--- config.mk ---
export PLATFORM = sky130hd
export DESIGN_NAME = opcode_proc_arbiter_flat
export DESIGN_NICKNAME = d
export VERILOG_FILES = /design/src/rtl/opcode_proc_arbiter_if.sv /design/src/rtl/opcode_proc_arbiter.sv /design/src/flat_wrapper.sv
export SDC_FILE = /design/constraint.sdc
export NUM_CORES = 1
export LEC_CHECK = 0
export CORE_MARGIN = 2
export CORE_UTILIZATION = 40
export DETAILED_ROUTE_END_ITERATION = 8
export PLACE_DENSITY = 0.91
export SLEW_MARGIN = 0
export SYNTH_ARGS = -nofsm -noshare
export SYNTH_HDL_FRONTEND = slang
export SYNTH_SLANG_ARGS = --single-unit
--- constraint.sdc ---
create_clock -name clk -period 2.4 [get_ports clk]
set_clock_uncertainty 0.05 [all_clocks]
set_input_delay 0.36 -clock clk [delete_from_list [all_inputs] [get_ports clk]]
set_output_delay 0.36 -clock clk [all_outputs]
set_load 0.05 [all_outputs]
--- src/rtl/opcode_proc_arbiter_if.sv ---
// rtl/opcode_proc_arbiter_if.sv - requester-side request/response bus of the opcode processor arbiter
interface opcode_proc_arbiter_if #(
    parameter int NREQ = 4,
    parameter int OPW  = 4,
    parameter int DW   = 8
);
    logic [NREQ-1:0]     req_valid;
    logic [NREQ-1:0]     req_ready;
    logic [NREQ*OPW-1:0] req_opcode;
    logic [NREQ*DW-1:0]  req_data;
    logic [NREQ-1:0]     rsp_valid;
    logic [DW-1:0]       rsp_result;

    modport master (
        output req_valid, req_opcode, req_data,
        input  req_ready, rsp_valid, rsp_result
    );

    modport slave (
        input  req_valid, req_opcode, req_data,
        output req_ready, rsp_valid, rsp_result
    );
endinterface

--- src/rtl/opcode_proc_arbiter.sv ---
// rtl/opcode_proc_arbiter.sv - shares one opcode processor among NREQ requesters (OPA_FIXED_PRIO_EN: fixed priority)
module opcode_proc_arbiter #(
    parameter int NREQ = 4,
    parameter int LAT  = 1,
    parameter int OPW  = 4,
    parameter int DW   = 8
) (
    input  logic                 clk,
    input  logic                 rst_n,
    opcode_proc_arbiter_if.slave bus,
    output logic [OPW-1:0]       proc_opcode,
    output logic [DW-1:0]        proc_data,
    input  logic [DW-1:0]        proc_result,
    output logic                 busy
);
    localparam int GW = $clog2(NREQ);
    localparam int CW = $clog2(LAT + 1);

    typedef enum logic [1:0] {IDLE, WAIT, RESP} state_t;

    state_t          state;
    logic [GW-1:0]   grant;
    logic [GW-1:0]   win;
    logic [GW-1:0]   idx;
    logic            found;
    logic [CW-1:0]   cnt;
    logic [NREQ-1:0] rsp_valid;
    logic [DW-1:0]   rsp_result;
    logic [OPW-1:0]  win_opcode;
    logic [DW-1:0]   win_data;

`ifndef OPA_FIXED_PRIO_EN
    logic [GW-1:0]   last;
`endif

    // Loops run from lowest to highest priority so the last hit is the winner.
    always_comb begin
        found = 1'b0;
        win   = '0;
        idx   = '0;
`ifdef OPA_FIXED_PRIO_EN
        for (int i = NREQ - 1; i >= 0; i--) begin
            if (bus.req_valid[i]) begin
                found = 1'b1;
                win   = GW'(i);
            end
        end
`else
        for (int k = NREQ; k >= 1; k--) begin
            idx = GW'((int'(last) + k) % NREQ);
            if (bus.req_valid[idx]) begin
                found = 1'b1;
                win   = idx;
            end
        end
`endif
        win_opcode = '0;
        win_data   = '0;
        for (int i = 0; i < NREQ; i++) begin
            if (win == GW'(i)) begin
                win_opcode = bus.req_opcode[i*OPW +: OPW];
                win_data   = bus.req_data[i*DW +: DW];
            end
        end
    end

    assign bus.req_ready  = (state == IDLE && found) ? (NREQ'(1) << win) : '0;
    assign bus.rsp_valid  = rsp_valid;
    assign bus.rsp_result = rsp_result;

    always_ff @(posedge clk or negedge rst_n) begin
        if (!rst_n) begin
            state       <= IDLE;
            grant       <= '0;
            cnt         <= '0;
            rsp_valid   <= '0;
            rsp_result  <= '0;
            proc_opcode <= '0;
            proc_data   <= '0;
            busy        <= 1'b0;
`ifndef OPA_FIXED_PRIO_EN
            last        <= GW'(NREQ - 1);
`endif
        end else begin
            case (state)
                IDLE: begin
                    if (found) begin
                        proc_opcode <= win_opcode;
                        proc_data   <= win_data;
                        grant       <= win;
`ifndef OPA_FIXED_PRIO_EN
                        last        <= win;
`endif
                        cnt         <= CW'(LAT - 1);
                        busy        <= 1'b1;
                        state       <= WAIT;
                    end
                end
                WAIT: begin
                    // cnt==0 marks exactly LAT edges since the accept edge.
                    if (cnt == '0) begin
                        rsp_result <= proc_result;
                        rsp_valid  <= NREQ'(1) << grant;
                        state      <= RESP;
                    end else begin
                        cnt <= cnt - 1'b1;
                    end
                end
                RESP: begin
                    rsp_valid <= '0;
                    busy      <= 1'b0;
                    state     <= IDLE;
                end
                default: begin
                    rsp_valid <= '0;
                    busy      <= 1'b0;
                    state     <= IDLE;
                end
            endcase
        end
    end
endmodule

--- src/flat_wrapper.sv ---
// flat-port wrapper written by rule: the top's interface ports become plain ports
module opcode_proc_arbiter_flat 
#(
    parameter int NREQ = 4,
    parameter int LAT  = 1,
    parameter int OPW  = 4,
    parameter int DW   = 8
)
  (clk, rst_n, proc_opcode, proc_data, proc_result, busy, bus_req_valid, bus_req_opcode, bus_req_data, bus_req_ready, bus_rsp_valid, bus_rsp_result);
  opcode_proc_arbiter_if #(.NREQ(NREQ), .OPW(OPW), .DW(DW)) bus_i ();
  input  logic clk;
  input  logic rst_n;
  output logic [OPW-1:0] proc_opcode;
  output logic [DW-1:0] proc_data;
  input  logic [DW-1:0] proc_result;
  output logic busy;
  input wire logic [$bits(bus_i.req_valid)-1:0] bus_req_valid;
  input wire logic [$bits(bus_i.req_opcode)-1:0] bus_req_opcode;
  input wire logic [$bits(bus_i.req_data)-1:0] bus_req_data;
  output wire logic [$bits(bus_i.req_ready)-1:0] bus_req_ready;
  output wire logic [$bits(bus_i.rsp_valid)-1:0] bus_rsp_valid;
  output wire logic [$bits(bus_i.rsp_result)-1:0] bus_rsp_result;
  assign bus_i.req_valid = bus_req_valid;
  assign bus_i.req_opcode = bus_req_opcode;
  assign bus_i.req_data = bus_req_data;
  assign bus_req_ready = bus_i.req_ready;
  assign bus_rsp_valid = bus_i.rsp_valid;
  assign bus_rsp_result = bus_i.rsp_result;
  opcode_proc_arbiter #(.NREQ(NREQ), .LAT(LAT), .OPW(OPW), .DW(DW)) u_core (.clk(clk), .rst_n(rst_n), .bus(bus_i), .proc_opcode(proc_opcode), .proc_data(proc_data), .proc_result(proc_result), .busy(busy));
endmodule
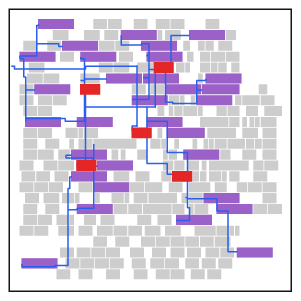
(images/clock_map.png)
Scale: 4 px per um.
[clock wires] blue | length: 415 um
[cells driving clock nets] red | count: 5
[flip-flops] purple | count: 31
routed clock nets	6

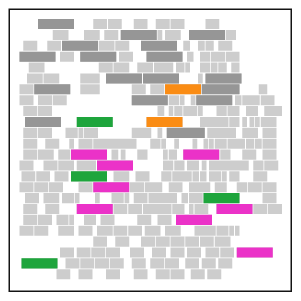
(images/registers.png)
Scale: 4 px per um. Other sequential cells in the stronger grey, the rest of the logic in the fainter grey.
netlist name	colour	placed flops
`u_core.grant`	orange	2
`u_core.proc_opcode`	green	4
`u_core.proc_data`	magenta	8

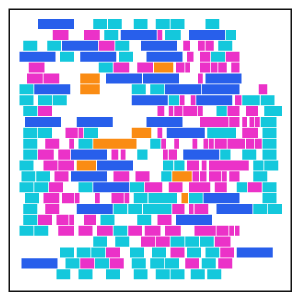
(images/cell_classes.png)
Scale: 4 px per um.
class	colour	cells
other buffers and delay cells	cyan	102
flip-flops	blue	31
clock drivers and dummy loads	orange	8
all other logic	magenta	114
register fraction of the total cell area: 26.8%
number of standard-cell rows in the floorplan: 24
total core area: 4290 um^2
final core utilization: 67.7%
Non-Filler Cell Area, Final: 2910 um^2

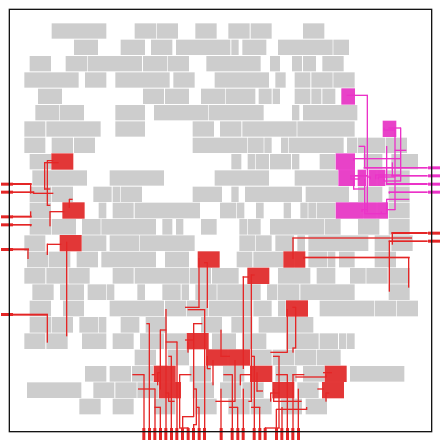
(images/port_nets.png)
Scale: 6 px per um.
port	colour	bits	direction	edge	end cells	buffers	wire
`bus_req_valid`	magenta	4	input	east	10	4	140 um
`bus_req_data`	red	32	input	24 south, 6 west, 2 east	17	32	547 um
# IOs: 91
number of port buffers: 90

==> report_table.html <==
<h3>Run summary</h3>
<table>
<tr><th>Metric</th><th>Value</th></tr>
<tr><th colspan="2">Clocking</th></tr>
<tr><td>Late-Pin Clk Latency</td><td>0.28 ns</td></tr>
<tr><td>Number of buffers inserted to repair setup after CTS</td><td>0</td></tr>
<tr><td>Clk slew on worst S/H paths</td><td>0.07 ns</td></tr>
<tr><td>Buffer cell driving the clock tree root</td><td>sky130_fd_sc_hd__clkbuf_8</td></tr>
<tr><td>Level count of the clock H-tree</td><td>2</td></tr>
<tr><td>Number of buffers created by CTS</td><td>5</td></tr>
<tr><td>Maximum clock insertion buffer count</td><td>2</td></tr>
<tr><td>Clock tree from TritonCTS</td><td>done</td></tr>
<tr><td>Cts-stage hold buffer count</td><td>0</td></tr>
<tr><th colspan="2">Layout</th></tr>
<tr><td>Fill cell total of the finished layout</td><td>333</td></tr>
<tr><td>Number of nets in the final layout</td><td>316</td></tr>
<tr><td>Ratio of cells with drive above 1 in the final layout</td><td>25.1%</td></tr>
<tr><td>Biggest regs</td><td>u_core.bus.rsp_result x8, u_core.proc_data x8</td></tr>
<tr><td>Most numerous logic cell after layout</td><td>sky130_fd_sc_hd__clkdlybuf4s50_1</td></tr>
<tr><td>Synth-to-layout area growth</td><td>66.2%</td></tr>
<tr><td>Total inserted antenna cells</td><td>0</td></tr>
<tr><td>Most frequent cells in the layout</td><td>84 x sky130_fd_sc_hd__clkdlybuf4s50_1, 29 x sky130_fd_sc_hd__dfrtp_1, 23 x sky130_fd_sc_hd__mux2i_1</td></tr>
<tr><th colspan="2">Worst setup path</th></tr>
<tr><td>Series of cell instances along the critical path</td><td>clkdlybuf4s50_1, nor2_1, a211o_2, clkinv_1, nand2_1, nor2_2, buf_6</td></tr>
<tr><td>Startpoint types</td><td>input port</td></tr>
<tr><td>Slowest stage cell on the critical path</td><td>sky130_fd_sc_hd__clkdlybuf4s50_1</td></tr>
<tr><td>Number of stages on the worst setup path</td><td>7</td></tr>
<tr><td>Crit path arrival time</td><td>1.91 ns</td></tr>
<tr><td>Largest driver fanout on the critical path</td><td>5</td></tr>
<tr><td>Capturing point of the worst reg2reg path</td><td>u_core.proc_opcode[3]</td></tr>
<tr><td>Critical path capture point</td><td>bus_req_ready[2]</td></tr>
<tr><td>Category of the critical setup timing path</td><td>in -&gt; out</td></tr>
<tr><td>Required time worst endpoint</td><td>1.99 ns</td></tr>
<tr><td>Buffer and inverter count on the worst path</td><td>3</td></tr>
<tr><td>Reg2reg path depth</td><td>6</td></tr>
<tr><td>Worst r2r src</td><td>u_core.last[0]</td></tr>
<tr><th colspan="2">Synthesis</th></tr>
<tr><td>Most repeated cell in the gate-level netlist after synthesis</td><td>sky130_fd_sc_hd__dfrtp_1</td></tr>
<tr><td>Cell type with the highest aggregate area in the netlist</td><td>sky130_fd_sc_hd__dfrtp_1</td></tr>
<tr><td>Cell count after synthesis</td><td>155</td></tr>
<tr><td>Top post-synthesis cells by count</td><td>29 x sky130_fd_sc_hd__dfrtp_1, 23 x sky130_fd_sc_hd__mux2i_1, 17 x sky130_fd_sc_hd__mux2_2</td></tr>
<tr><td>Number of synthesized flops with an enable pin</td><td>0</td></tr>
<tr><td>Largest logic family</td><td>multiplexers</td></tr>
<tr><td>Portion of synthesized cell area occupied by the leading cell type</td><td>41.5%</td></tr>
<tr><td>Post-synthesis net count</td><td>217</td></tr>
<tr><td>Largest cells by area</td><td>sky130_fd_sc_hd__dfrtp_1 41%, sky130_fd_sc_hd__mux2i_1 13%, sky130_fd_sc_hd__mux2_2 11%</td></tr>
<tr><td>Synth Register Bits</td><td>31</td></tr>
<tr><td>Netlist Area Pre-Place</td><td>1750 um^2</td></tr>
<tr><td>Distinct lib cells</td><td>35</td></tr>
<tr><td>Area of the synthesized netlist per yosys stat</td><td>1750 um^2</td></tr>
<tr><td>Count of yosys warnings during synthesis</td><td>0</td></tr>
<tr><td>Register share after synthesis</td><td>44.5%</td></tr>
<tr><td>Yosys simple share</td><td>13.4%</td></tr>
<tr><td>Post-synthesis share of cell area spent on and-or and or-and gates</td><td>10.9%</td></tr>
<tr><td>Mux cell area share after synthesis</td><td>25.8%</td></tr>
<tr><td>FFs w/ async S/R, synth</td><td>100%</td></tr>
<tr><th colspan="2">Routing</th></tr>
<tr><td>Average via count per standard cell</td><td>4.99</td></tr>
<tr><td>DRT Wirelength</td><td>4.31 mm</td></tr>
<tr><td>Remaining antenna violation count</td><td>0</td></tr>
<tr><td>Detailed-route via count</td><td>1531</td></tr>
<tr><td>DRC Markers</td><td>0</td></tr>
<tr><th colspan="2">Die</th></tr>
<tr><td>Y dimension of the die</td><td>70.2 um</td></tr>
<tr><td>Die Width</td><td>70.2 um</td></tr>
<tr><td>Core Density at Floorplan</td><td>40.8%</td></tr>
<tr><td>Die outline area</td><td>4920 um^2</td></tr>
<tr><th colspan="2">Final timing</th></tr>
<tr><td>Final Hold Violation Tally</td><td>0</td></tr>
<tr><td>Transition time at the pin with the least slew margin</td><td>0.528 ns</td></tr>
<tr><td>Post-layout minimum cycle time</td><td>2.32 ns</td></tr>
<tr><td>Period Utilization, post-route</td><td>96.9%</td></tr>
<tr><td>Relative slew slack</td><td>64.7%</td></tr>
<tr><td>Final setup violating endpoints</td><td>0</td></tr>
<tr><td>Slew Limit Fails</td><td>0</td></tr>
<tr><th colspan="2">Global routing</th></tr>
<tr><td>Vias in the first global route</td><td>1660</td></tr>
<tr><td>Pin count of the biggest net entering global routing</td><td>32</td></tr>
<tr><td>Wire length of the first global-routing pass</td><td>7.29 mm</td></tr>
<tr><th colspan="2">Power and ir drop</th></tr>
<tr><td>Comb pwr</td><td>2.66 mW</td></tr>
<tr><td>Leakage power total</td><td>1.25 nW</td></tr>
<tr><td>Relative contribution of combinational cells to total power</td><td>63.8%</td></tr>
<tr><td>Group drawing the most power</td><td>combinational logic</td></tr>
<tr><td>Clock group share of total power</td><td>12.7%</td></tr>
<tr><td>Switching Share</td><td>45.8%</td></tr>
<tr><td>Max VDD drop</td><td>791 uV</td></tr>
<tr><td>Internal</td><td>2.26 mW</td></tr>
<tr><td>Pwr/cell area</td><td>1440 nW/um^2</td></tr>
<tr><td>Share of power burned in registers</td><td>23.5%</td></tr>
<tr><th colspan="2">Flow run</th></tr>
<tr><td>Total tool warning count</td><td>27</td></tr>
<tr><th colspan="2">Placed design</th></tr>
<tr><td>Standard cell area after detailed placement</td><td>2760 um^2</td></tr>
<tr><td>GP Congestion</td><td>0.743</td></tr>
<tr><th colspan="2">Outcome</th></tr>
<tr><td>Run status</td><td>complete, no violations</td></tr>
<tr><th colspan="2">Worst hold path</th></tr>
<tr><td>Path class of the lowest-slack min-delay path</td><td>in -&gt; async</td></tr>
</table>
[metrics by stage]
step	setup WS (ns)	power [mW]	setup TNS, ns	util, %	instances
floorplan	-0.0294	2.81	-0.0479	-	155
global placement	0.0172	3.57	0	64.2	298
detailed placement	-0.0372	3.62	-0.0372	64.2	298
CTS	0.0114	4.17	0	67.0	306
global route	-0.0347	4.42	-0.0549	67.7	307
finish	0.0750	4.18	0	67.7	307
[final cells by class]
cell class	count	share of cell area [%]
multi-input combinational	112	31.3
inverter	2	0.258
clock buffer	6	2.84
tap	52	2.24
timing repair buffer	102	35.4
clock inverter	2	1.20
sequential	31	26.8
[per-layer routing]
layer	track usage, %	part of all wire [%]	up-vias
met3	4.76	6.9	9
met1	20.6	37	725
met4	8.12	1.4	0
li1	-	-	745
met2	33.7	54	52
met5	0	0	-
Power figures rest on the tool's default switching activity, not on a simulated workload.
